`src/rtl/sdram_pkg.sv`:
```
// Shared definitions for the SDRAM-side fifo drain: the FSM state encoding
// and the default stream width.
package sdram_pkg;

  localparam int DEFAULT_BUS_WIDTH = 16;

  localparam logic [1:0] ST_IDLE   = 2'd0;
  localparam logic [1:0] ST_SETTLE = 2'd1;
  localparam logic [1:0] ST_READ   = 2'd2;
  localparam logic [1:0] ST_DRAIN  = 2'd3;

  typedef enum logic [1:0] {
    IDLE   = ST_IDLE,
    SETTLE = ST_SETTLE,
    READ   = ST_READ,
    DRAIN  = ST_DRAIN
  } drain_state_t;

endpackage

```
`src/rtl/fifo_drain_if.sv`:
```
// Fifo read-side handshake plus the downstream valid/ready stream.
// The slave modport is the drain engine; the master modport is its environment.
interface fifo_drain_if
  import sdram_pkg::*;
#(
  parameter int BUS_WIDTH = DEFAULT_BUS_WIDTH
) ();

  logic                 empty_n;
  logic [BUS_WIDTH-1:0] fifo_data;
  logic                 rd;
  logic [BUS_WIDTH-1:0] out_data;
  logic                 out_valid;
  logic                 out_ready;

  modport slave (
    input  empty_n,
    input  fifo_data,
    input  out_ready,
    output rd,
    output out_data,
    output out_valid
  );

  modport master (
    output empty_n,
    output fifo_data,
    output out_ready,
    input  rd,
    input  out_data,
    input  out_valid
  );

endinterface

```
`src/rtl/fifo_drain_buf.sv`:
```
// Two-entry circular valid/ready buffer decoupling downstream stalls from the
// fifo read handshake.
module fifo_drain_buf
  import sdram_pkg::*;
#(
  parameter int BUS_WIDTH = DEFAULT_BUS_WIDTH
) (
  input  logic                 clk,
  input  logic                 rst_n,
  input  logic                 push,
  input  logic [BUS_WIDTH-1:0] push_data,
  input  logic                 pop,
  output logic [BUS_WIDTH-1:0] out_data,
  output logic                 out_valid,
  output logic [1:0]           count
);

  logic [BUS_WIDTH-1:0] mem [2];
  logic                 wr_ptr;
  logic                 rd_ptr;
  logic [1:0]           count_q;
  logic                 do_pop;

  assign do_pop    = pop && (count_q != 2'd0);
  assign out_valid = (count_q != 2'd0);
  assign out_data  = mem[rd_ptr];
  assign count     = count_q;

  // Push and pop in the same cycle move both pointers and leave count alone.
  always_ff @(posedge clk or negedge rst_n) begin
    if (!rst_n) begin
      mem[0]  <= '0;
      mem[1]  <= '0;
      wr_ptr  <= 1'b0;
      rd_ptr  <= 1'b0;
      count_q <= 2'd0;
    end else begin
      if (push) begin
        mem[wr_ptr] <= push_data;
        wr_ptr      <= ~wr_ptr;
      end
      if (do_pop) begin
        rd_ptr <= ~rd_ptr;
      end
      if (push && !do_pop) begin
        count_q <= count_q + 2'd1;
      end else if (!push && do_pop) begin
        count_q <= count_q - 2'd1;
      end
    end
  end

  no_overflow: assert property (@(posedge clk) disable iff (!rst_n)
                                !(push && count_q == 2'd2));

endmodule

```
`src/rtl/fifo_drain.sv`:
```
// Read-side consumer of the 1-word clock-crossing fifo: waits for the data
// register to settle, strobes rd once, and forwards the word downstream.
module fifo_drain
  import sdram_pkg::*;
#(
  parameter int BUS_WIDTH     = DEFAULT_BUS_WIDTH,
  parameter int SETTLE_CYCLES = 1,
  parameter int CNT_WIDTH     = 16
) (
  input  logic                 clk,
  input  logic                 rst_n,
  fifo_drain_if.slave          bus,
  output logic [CNT_WIDTH-1:0] words_read,
  output logic                 busy
);

  localparam int SETTLE_W = (SETTLE_CYCLES > 1) ? $clog2(SETTLE_CYCLES) : 1;

  drain_state_t          state;
  logic [SETTLE_W-1:0]   settle_cnt;
  logic [1:0]            buf_count;
  logic                  push;
  logic                  pop;
  logic [BUS_WIDTH-1:0]  buf_data;
  logic                  buf_valid;

  // Strobes come straight from the state register so rd cannot glitch.
  assign push          = (state == READ);
  assign bus.rd        = push;
  assign busy          = (state != IDLE);
  assign pop           = buf_valid && bus.out_ready;
  assign bus.out_data  = buf_data;
  assign bus.out_valid = buf_valid;

  // A new read is only started with a free slot, so the buffer cannot overflow.
  always_ff @(posedge clk or negedge rst_n) begin
    if (!rst_n) begin
      state      <= IDLE;
      settle_cnt <= '0;
      words_read <= '0;
    end else begin
      case (state)
        IDLE: begin
          if (bus.empty_n && buf_count <= 2'd1) begin
            state      <= SETTLE;
            settle_cnt <= SETTLE_W'(SETTLE_CYCLES - 1);
          end
        end
        SETTLE: begin
          if (!bus.empty_n) begin
            state <= IDLE;
          end else if (settle_cnt == '0) begin
            state <= READ;
          end else begin
            settle_cnt <= settle_cnt - 1'b1;
          end
        end
        READ: begin
          words_read <= words_read + 1'b1;
          state      <= DRAIN;
        end
        DRAIN: begin
          if (!bus.empty_n) begin
            state <= IDLE;
          end
        end
        default: state <= IDLE;
      endcase
    end
  end

  fifo_drain_buf #(
    .BUS_WIDTH (BUS_WIDTH)
  ) u_buf (
    .clk       (clk),
    .rst_n     (rst_n),
    .push      (push),
    .push_data (bus.fifo_data),
    .pop       (pop),
    .out_data  (buf_data),
    .out_valid (buf_valid),
    .count     (buf_count)
  );

endmodule

```
`src/flat_wrapper.sv`:
```
// flat-port wrapper written by rule: the top's interface ports become plain ports
module fifo_drain_flat import sdram_pkg::*;
#(
  parameter int BUS_WIDTH     = DEFAULT_BUS_WIDTH,
  parameter int SETTLE_CYCLES = 1,
  parameter int CNT_WIDTH     = 16
)
  (clk, rst_n, words_read, busy, bus_empty_n, bus_fifo_data, bus_out_ready, bus_rd, bus_out_data, bus_out_valid);
  fifo_drain_if #(.BUS_WIDTH(BUS_WIDTH)) bus_i ();
  input  logic clk;
  input  logic rst_n;
  output logic [CNT_WIDTH-1:0] words_read;
  output logic busy;
  input wire logic [$bits(bus_i.empty_n)-1:0] bus_empty_n;
  input wire logic [$bits(bus_i.fifo_data)-1:0] bus_fifo_data;
  input wire logic [$bits(bus_i.out_ready)-1:0] bus_out_ready;
  output wire logic [$bits(bus_i.rd)-1:0] bus_rd;
  output wire logic [$bits(bus_i.out_data)-1:0] bus_out_data;
  output wire logic [$bits(bus_i.out_valid)-1:0] bus_out_valid;
  assign bus_i.empty_n = bus_empty_n;
  assign bus_i.fifo_data = bus_fifo_data;
  assign bus_i.out_ready = bus_out_ready;
  assign bus_rd = bus_i.rd;
  assign bus_out_data = bus_i.out_data;
  assign bus_out_valid = bus_i.out_valid;
  fifo_drain #(.BUS_WIDTH(BUS_WIDTH), .SETTLE_CYCLES(SETTLE_CYCLES), .CNT_WIDTH(CNT_WIDTH)) u_core (.clk(clk), .rst_n(rst_n), .bus(bus_i), .words_read(words_read), .busy(busy));
endmodule
```
`config.mk`:
```
export PLATFORM = sky130hd
export DESIGN_NAME = fifo_drain_flat
export DESIGN_NICKNAME = d
export VERILOG_FILES = /design/src/rtl/sdram_pkg.sv /design/src/rtl/fifo_drain_if.sv /design/src/rtl/fifo_drain_buf.sv /design/src/rtl/fifo_drain.sv /design/src/flat_wrapper.sv
export SDC_FILE = /design/constraint.sdc
export NUM_CORES = 1
export LEC_CHECK = 0
export ABC_AREA = 1
export CORE_MARGIN = 2
export CORE_UTILIZATION = 55
export CTS_CLUSTER_DIAMETER = 60
export CTS_CLUSTER_SIZE = 12
export DETAILED_ROUTE_END_ITERATION = 8
export PLACE_DENSITY_LB_ADDON = 0.12
export SLEW_MARGIN = 0
export SYNTH_ARGS = -nofsm -noshare
export SYNTH_HDL_FRONTEND = slang
export SYNTH_HIERARCHICAL = 1
export SYNTH_SLANG_ARGS = --single-unit
```
`constraint.sdc`:
```
create_clock -name clk -period 3 [get_ports clk]
set_clock_uncertainty 0.15 [all_clocks]
set_input_delay 0.6 -clock clk [delete_from_list [all_inputs] [get_ports clk]]
set_output_delay 0.6 -clock clk [all_outputs]
set_load 0.005 [all_outputs]
```
==> GITHUB_STEP_SUMMARY, run 1 <==
### Yosys + OpenROAD results

| Metric | Value |
|---|---|
| Status | `complete, no violations` |
| Ratio of cells with drive above 1 in the final layout | `a little over a tenth` |
| Htree depth | `2` |
| Worst path cell trace | `clkinv_1, nand2_1, nand2_1, clkdlybuf4s50_1` |
| Leakage | `about 1.7 nW` |
| Cell Int Power | `between 1.5 and 2 mW` |
| RSZ-0062 raised after global routing | `no` |
| Post-Layout Inst Area | `~0.0032 mm^2` |
| Gate Area | `about 0.0010 mm^2` |
| Setup TNS Final | `0 ps` |
| Post-route ant nets | `0` |
| CP bufs+invs | `2` |
| Critical Path RT | `about 2300 ps` |
| Area leader, netlist | `dfrtp_1` |
| Routed len/inst | `between 10 and 15 um` |
| Flops | `54` |
| Metal3 WL | `193 um` |
| Mapped Avg Cell Area | `8.37 um^2` |
| Crit. Startpoint | `u_core/u_buf/rd_ptr$_DFFE_PN0P_` |
| Drt pass-1 iters | `4` |
| Power Combinational | `1.35 mW` |
| DRC | `0` |
| Ys flop type | `dfrtp_1` |
| Top-area cell share | `between 50% and 60%` |
| Via count | `~2000` |
| Biggest register | `u_core/u_buf/mem` |
| Post-CTS Setup Inserts | `0` |
| Comb gates | `approximately 210` |
| CP Depth | `4` |
| Mux share | `0%` |
| HPWL Detailed | `about 3.4 mm` |
| Clock power frac | `12.8%` |
| Rows | `25` |
| CP peak stage delay | `about 440 ps` |
| GR Layer Usage met3 | `under 10%` |
| Clock network area share | `~2.3%` |
| Total wire length | `between 4 and 5 mm` |
| Ys flops | `approximately 54` |
| Port bufs | `54` |
| Layout net count | `around 390` |
| Highest metal used | `met4` |
| Pwr Density | `about 900 mW/mm^2` |
| Clock Pin Slew Worst Setup and Hold Paths | `90 ps` |
| Count leader, synth | `nand2_1` |
| Reg2reg path depth | `5` |
| P&R area growth vs syn | `24.3%` |
| Sw Ratio | `between 30 and 40%` |
| AO/OA Area Share | `around a tenth` |
| Starting DRT DRC Count | `about 76` |
| Hold Vio Cnt, Final | `0` |
| Tapcell count | `~54` |
| Top cell category | `flip-flops and latches` |
| Simple share | `around 26%` |
| YS warnings | `6` |
| Hold buffers post-CTS | `0` |
| Post-synth top cells | `124 x nand2_1, 54 x dfrtp_1, 37 x inv_1` |
| Grt met2 use | `about a third` |
| Adder-cell share of the synthesized area | `less than 1%` |
| YS chip area | `0.00261 mm^2` |
| Die ar. | `approximately 0.0053 mm^2` |
| Area fraction in xor and xnor cells | `3.02%` |
| Fraction of area in registers | `between 40% and 50%` |
| Most instantiated logic cell after routing | `nand2_1` |
| Total power | `around 2.9 mW` |
| Placer Congestion | `roughly 0.77` |
| Num CTS Buffers | `5` |
| Count of library flops with an enable pin | `0` |
| Comb power frac | `~46%` |
| Die W | `approximately 73 um` |
| MaxCap Viol Count | `0` |
| Vias in the first global route | `1819` |
| Clock Path Buffers | `2` |
| Worst-path fanout max | `17` |
| Fill cell total of the finished layout | `between 300 and 400` |
| CP arrival | `1780 ps` |
| Late-Pin Clk Latency | `~300 ps` |
| Met1 usage | `between 20% and 30%` |
| Period utilization | `between 80% and 90%` |
| Kind of start point of the critical path | `flip-flop` |
| Fin crit period | `approximately 2500 ps` |
| Clock Tree Root | `clkbuf_8` |
[run 1: worst min-delay path by stage]
stage                                           from                                end  slack [ps]
floorplan                                      rst_n                          async pin         150
global placement    u_core/u_buf/mem[16]$_DFFE_PN0P_   u_core/u_buf/mem[16]$_DFFE_PN0P_         310
detailed placement  u_core/u_buf/mem[24]$_DFFE_PN0P_   u_core/u_buf/mem[24]$_DFFE_PN0P_         320
CTS                                            rst_n        u_core/state[0]$_DFFE_PN0P_         140
global route                                   rst_n                          async pin         140
finish                                         rst_n  u_core/u_buf/count[1]$_DFFE_PN0P_         130
[run 1: through the flow]
step | setup WS (ps) | hold slack (ps)
floorplan | 1350 | 154
global placement | 778 | 315
detailed placement | 752 | 319
CTS | 403 | 140
global route | 299 | 142
finish | 468 | 134
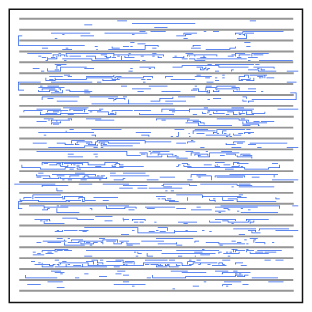
Figure 1: run 1, M1 wires.
Drawn at 4 px/um. Supply wires on this layer in gray.
- share of all routed wire: 48%
- wire length on this layer: 2280 um
- longest straight run: 22.5 um

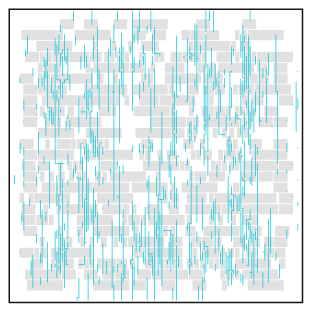
Figure 2: run 1, M2 wires.
Drawn at 4 px/um. Cells faint in the background.
- wire length on this layer: 2250 um
- main direction: vertical
- longest straight run: 32.6 um

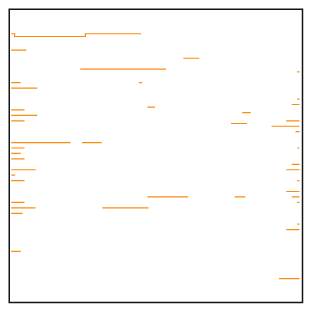
Figure 3: run 1, the metal 3 layer.
Drawn at 4 px/um.
- wire length on this layer: 193 um
- main direction: horizontal
- nets with wire on the layer: 40
- share of all routed wire: 4.1%

==> run 2: changes to the inputs <==
Settings changed: CORE_UTILIZATION 55 to 46.
Clock period 3 ns to 2.31 ns, I/O delays scaled along.
==> run 2 against run 1 <==
First-iteration DRC count up 37%. Final area up 2.3%. Wire length up 3.5%. Worst setup slack worse by 340 ps. Utilization down 9.3 points. Critical endpoint is now bus_out_data[12].
==> GITHUB_STEP_SUMMARY, run 2 <==
### Yosys + OpenROAD results

| Metric | Value |
|---|---|
| AO/OA Area Share | `approximately a tenth` |
| DRC | `0` |
| Port bufs | `54` |
| Post-synth top cells | `124 x nand2_1, 54 x dfrtp_1, 37 x inv_1` |
| Hold wc startpoint | `u_core/u_buf/mem[24]$_DFFE_PN0P_` |
| Highest metal used | `met4` |
| Drt pass-1 iters | `4` |
| Leakage | `around 1.7 nW` |
| CP arrival | `around 1600 ps` |
| Adder-cell share of the synthesized area | `0.958%` |
| Mux share | `0%` |
| Via count | `roughly 2100` |
| Fill cell total of the finished layout | `506` |
| Ys flops | `54` |
| HPWL Detailed | `3.61 mm` |
| Ys flop type | `dfrtp_1` |
| Inverter count | `approximately 41` |
| Clock Pin Slew Worst Setup and Hold Paths | `roughly 90 ps` |
| Clock network area share | `under 10%` |
| Area leader, netlist | `dfrtp_1` |
| Starting DRT DRC Count | `104` |
| Dpl ws | `188 ps` |
| Layout net count | `about 400` |
| Pwr Density | `1160 mW/mm^2` |
| YS warnings | `6` |
| Die W | `79.4 um` |
| Post-CTS Setup Inserts | `0` |
| Hold buffers post-CTS | `1` |
| Comb gates | `roughly 210` |
| Post-CTS sizing | `1` |
| Ratio of cells with drive above 1 in the final layout | `11.9%` |
| Comb power frac | `a little under half` |
| YS chip area | `0.00261 mm^2` |
| Power Combinational | `~1.8 mW` |
| Reg2reg path depth | `9` |
| P&R area growth vs syn | `27.3%` |
| Worst Hold Slack | `around 340 ps` |
| Routed len/inst | `roughly 11 um` |
| Period utilization | `between 90% and 100%` |
| Biggest register | `u_core/u_buf/mem` |
| Status | `complete, no violations` |
| Gate Area | `slightly above 0.001 mm^2` |
| Critical Path RT | `1700 ps` |
| Late-Pin Clk Latency | `around 300 ps` |
| Cell Int Power | `approximately 2.5 mW` |
| MaxCap Viol Count | `0` |
| Placer Congestion | `around 0.75` |
| Kind of start point of the critical path | `flip-flop` |
| Worst relative slew slack | `between 70% and 80%` |
| Top cell category | `flip-flops and latches` |
| Top-area cell share | `about half` |
| Die ar. | `approximately 0.0063 mm^2` |
| GR Layer Usage met3 | `approximately 4.4%` |
| Setup TNS Final | `0 ps` |
| Mapped Avg Cell Area | `8.37 um^2` |
| Post-Layout Inst Area | `0.00332 mm^2` |
| Post-route ant nets | `0` |
| Clock Path Buffers | `2` |
| Sw Ratio | `between 30 and 40%` |
| Setup WS post-layout | `about 130 ps` |
| Area fraction in xor and xnor cells | `3.02%` |
| Tapcell count | `slightly above 70` |
| Metal3 WL | `roughly 230 um` |
| Num CTS Buffers | `5` |
| Grt met2 use | `between 30 and 40%` |
| Number of non-clock buffers | `around 61` |
| Hold Vio Cnt, Final | `0` |
| RSZ-0062 raised after global routing | `no` |
| Total wire length | `4.93 mm` |
| Fin crit period | `between 2000 and 2500 ps` |
| Htree depth | `2` |
| Worst Hold End | `u_core/u_buf/mem[24]$_DFFE_PN0P_` |
| I/O Pins | `roughly 55` |
run 2: worst max-delay path by stage:
stage	start	endpoint	cells past startpoint
after global placement	u_core/u_buf/rd_ptr$_DFFE_PN0P_	bus_out_data[0]	4
after CTS	u_core/u_buf/rd_ptr$_DFFE_PN0P_	bus_out_data[0]	4
after detailed placement	u_core/u_buf/rd_ptr$_DFFE_PN0P_	bus_out_data[0]	4
after global routing	u_core/u_buf/rd_ptr$_DFFE_PN0P_	bus_out_data[6]	4
after floorplan	u_core/state[0]$_DFFE_PN0P_	u_core/u_buf/mem[28]$_DFFE_PN0P_	9
final	u_core/u_buf/rd_ptr$_DFFE_PN0P_	bus_out_data[12]	4
run 2: worst max-delay path: stages, from the launching register on:
cell and delay [ps]:
dfrtp_1 370, buf_4 240, nand2_1 90, nand2_1 80, clkdlybuf4s50_1 490
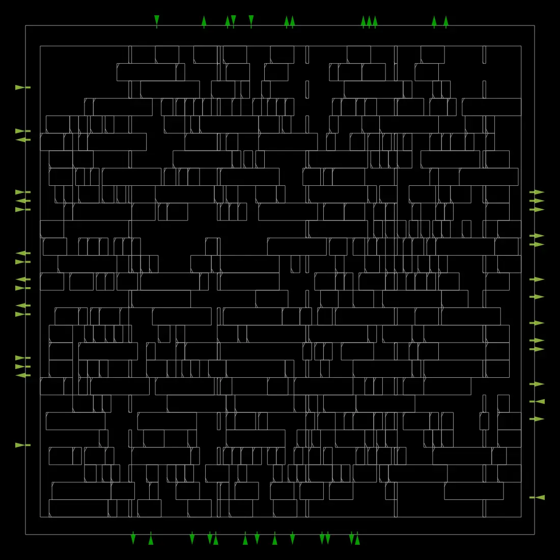
Figure 4: run 2, cell placement.
final core area utilization: 60.4%
fraction of area in registers: 40.6%
Flops: 54

Figure 5. M2 wires (run 2).
Drawn at 3 px/um. Cells faint in the background.
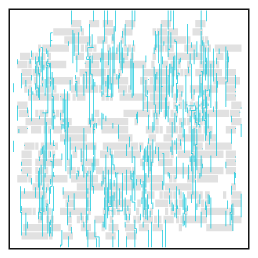

==> run 3: changes to the inputs <==
Settings changed: ABC_AREA 1 to unset, ABC_CLOCK_PERIOD_IN_PS set to 2310, CORE_UTILIZATION 46 to 45.
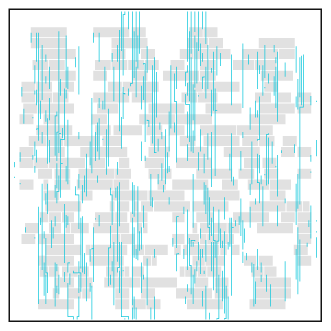
Figure 6: run 3, M2 wires.
Drawn at 4 px/um. Cells faint in the background.
- main direction: vertical
- wire length on this layer: 2330 um
- nets with wire on the layer: 235
- share of all routed wire: 51%

==> run 3 against run 2 <==
Via count is 28% lower. Clock power is 8.1% lower. Critical path depth is 1 lower. Synthesized cell count is 46% lower. Clock-buffer cell count stayed put. Worst hold slack better by 3.5 ps. Maximum frequency is 2.8% lower. Global-route usage is 1.3 points lower. First-iteration DRC count is 23% lower. Synthesized area is 6.6% lower. Sequential share of layout area is 2.1 points higher. Critical path type unchanged.
==> GITHUB_STEP_SUMMARY, run 3 <==
### Yosys + OpenROAD results

| Metric | Value |
|---|---|
| Status | `complete, no violations` |
| Total power | `around 4.0 mW` |
| P&R area growth vs syn | `29.4%` |
| Post-Layout Inst Area | `0.00316 mm^2` |
| Kind of start point of the critical path | `flip-flop` |
| Metal3 WL | `188 um` |
| Pwr Density | `around 1300 mW/mm^2` |
| Worst relative slew slack | `64.2%` |
| Tapcell count | `70` |
| Reg2reg path depth | `5` |
| Critical Path RT | `1700 ps` |
| Worst Hold Slack | `between 300 and 400 ps` |
| Adder-cell share of the synthesized area | `1.03%` |
| AO/OA Area Share | `less than 1%` |
| Total wire length | `around 4.6 mm` |
| DRC | `0` |
| Ys flops | `roughly 54` |
| Fraction of area in registers | `a little over two fifths` |
| GR Util All Layers | `approximately 16%` |
| Biggest register | `u_core/u_buf/mem` |
| Simple share | `8.92%` |
| Sw Ratio | `~29%` |
| Clock network area share | `under 10%` |
| Top-area cell share | `between 50% and 60%` |
| Setup TNS Final | `0 ps` |
| Post-synth top cells | `54 x dfrtp_1, 39 x mux2_2, 11 x xnor2_1` |
| Ys flop type | `dfrtp_1` |
| Fill cell total of the finished layout | `~410` |
| Die W | `77.7 um` |
| Clock Path Buffers | `2` |
| Worst-path fanout max | `6` |
| Area leader, netlist | `dfrtp_1` |
| Critical Path End | `bus_out_data[5]` |
| Drt pass-1 iters | `4` |
| Gate Area | `0.00103 mm^2` |
| MaxCap Viol Count | `0` |
| Cell Int Power | `between 2 and 3 mW` |
| HPWL Detailed | `between 3 and 4 mm` |
| Post-route ant nets | `0` |
| Htree depth | `2` |
| Comb power frac | `around 48%` |
| CP peak stage delay | `about 460 ps` |
| I/O Pins | `55` |
| Flops | `54` |
| Die ar. | `between 0.006 and 0.007 mm^2` |
| Leakage | `about 1.4 nW` |
| Number of non-clock buffers | `slightly above 60` |
| Num CTS Buffers | `5` |
| Late-Pin Clk Latency | `300 ps` |
| Layout net count | `about 250` |
| Crit. Startpoint | `u_core/u_buf/rd_ptr$_DFFE_PN0P_` |
| Vias in the first global route | `between 1500 and 2000` |
| Port bufs | `between 50 and 60` |
| Count leader, synth | `dfrtp_1` |
| Met1 usage | `around a fifth` |
| YS chip area | `around 0.0024 mm^2` |
| Worst path cell trace | `buf_4, mux2_2, clkdlybuf4s50_1` |
| Vias per cell | `4.99` |
| Final core area utilization | `61.1%` |
| Via count | `between 1000 and 1500` |
| Area fraction in xor and xnor cells | `roughly 7%` |
| Fin crit period | `2240 ps` |
| Most instantiated logic cell after routing | `dfrtp_1` |
| Clock Tree Root | `clkbuf_8` |
| Mux share | `around a quarter` |
| Post-CTS sizing | `1` |
| Ratio of cells with drive above 1 in the final layout | `a little under a third` |
| Clock Pin Slew Worst Setup and Hold Paths | `around 80 ps` |
| CP max stage cell | `clkdlybuf4s50_1` |
| Top cell category | `flip-flops and latches` |
| Highest metal used | `met4` |
| Post-CTS Setup Inserts | `0` |
| Hold Vio Cnt, Final | `0` |
| Hold buffers post-CTS | `1` |
| Grt met2 use | `between 20% and 30%` |
| Worst Hold End | `u_core/words_read[15]$_DFFE_PN0P_` |
| Mapped Avg Cell Area | `between 10 and 15 um^2` |
| Period utilization | `between 90% and 100%` |
| Inverter count | `2` |
| Comb gates | `approximately 110` |
| CP arrival | `between 1500 and 2000 ps` |
| YS warnings | `6` |
| Routed len/inst | `approximately 15 um` |
| Clock power frac | `about an eighth` |
| Count of library flops with an enable pin | `0` |
| Initial antenna violation count | `0` |
-- run 3: netlist changes by cell type after synthesis, moves of 7 or more --
| cell | delta |
|---|---|
| mux2_4 | +10 |
| xor2_1 | +7 |
| o21ai_2 | -16 |
| inv_1 | -35 |
| mux2_2 | +39 |
| nand2_1 | -116 |
| o21ai_0 | -15 |
-- run 3: power by group through the flow --
stage | logic, mW | clock network, mW | registers, mW
finish | 1.91 | 0.486 | 1.61
global route | 2.05 | 0.545 | 1.67
CTS | 1.94 | 0.508 | 1.62
detailed placement | 1.91 | 0 | 1.63
global placement | 1.86 | 0 | 1.60
floorplan | 1.15 | 0 | 1.55
-- run 3: critical path, delay by kind of cell, from the launching register on --
kind / cells / cell delay [ps]
flops: 1 / 360
buf+inv: 2 / 620
mux: 1 / 350

==> layout pictures side by side <==
Pin placement.
Drawn at 4 px/um. Pins as bars across the die edge, other pins in gray.
Plate I
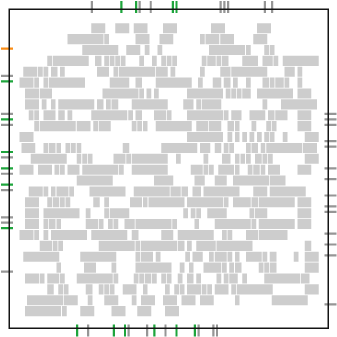
Plate II
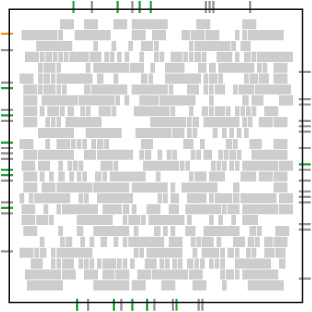
Plate III
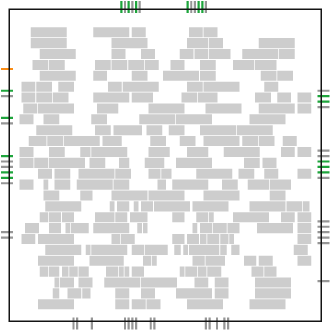
- run 2 = Plate I
- run 1 = Plate II
- run 3 = Plate III

No activity file was given, so power comes from the tool's default toggle rates.
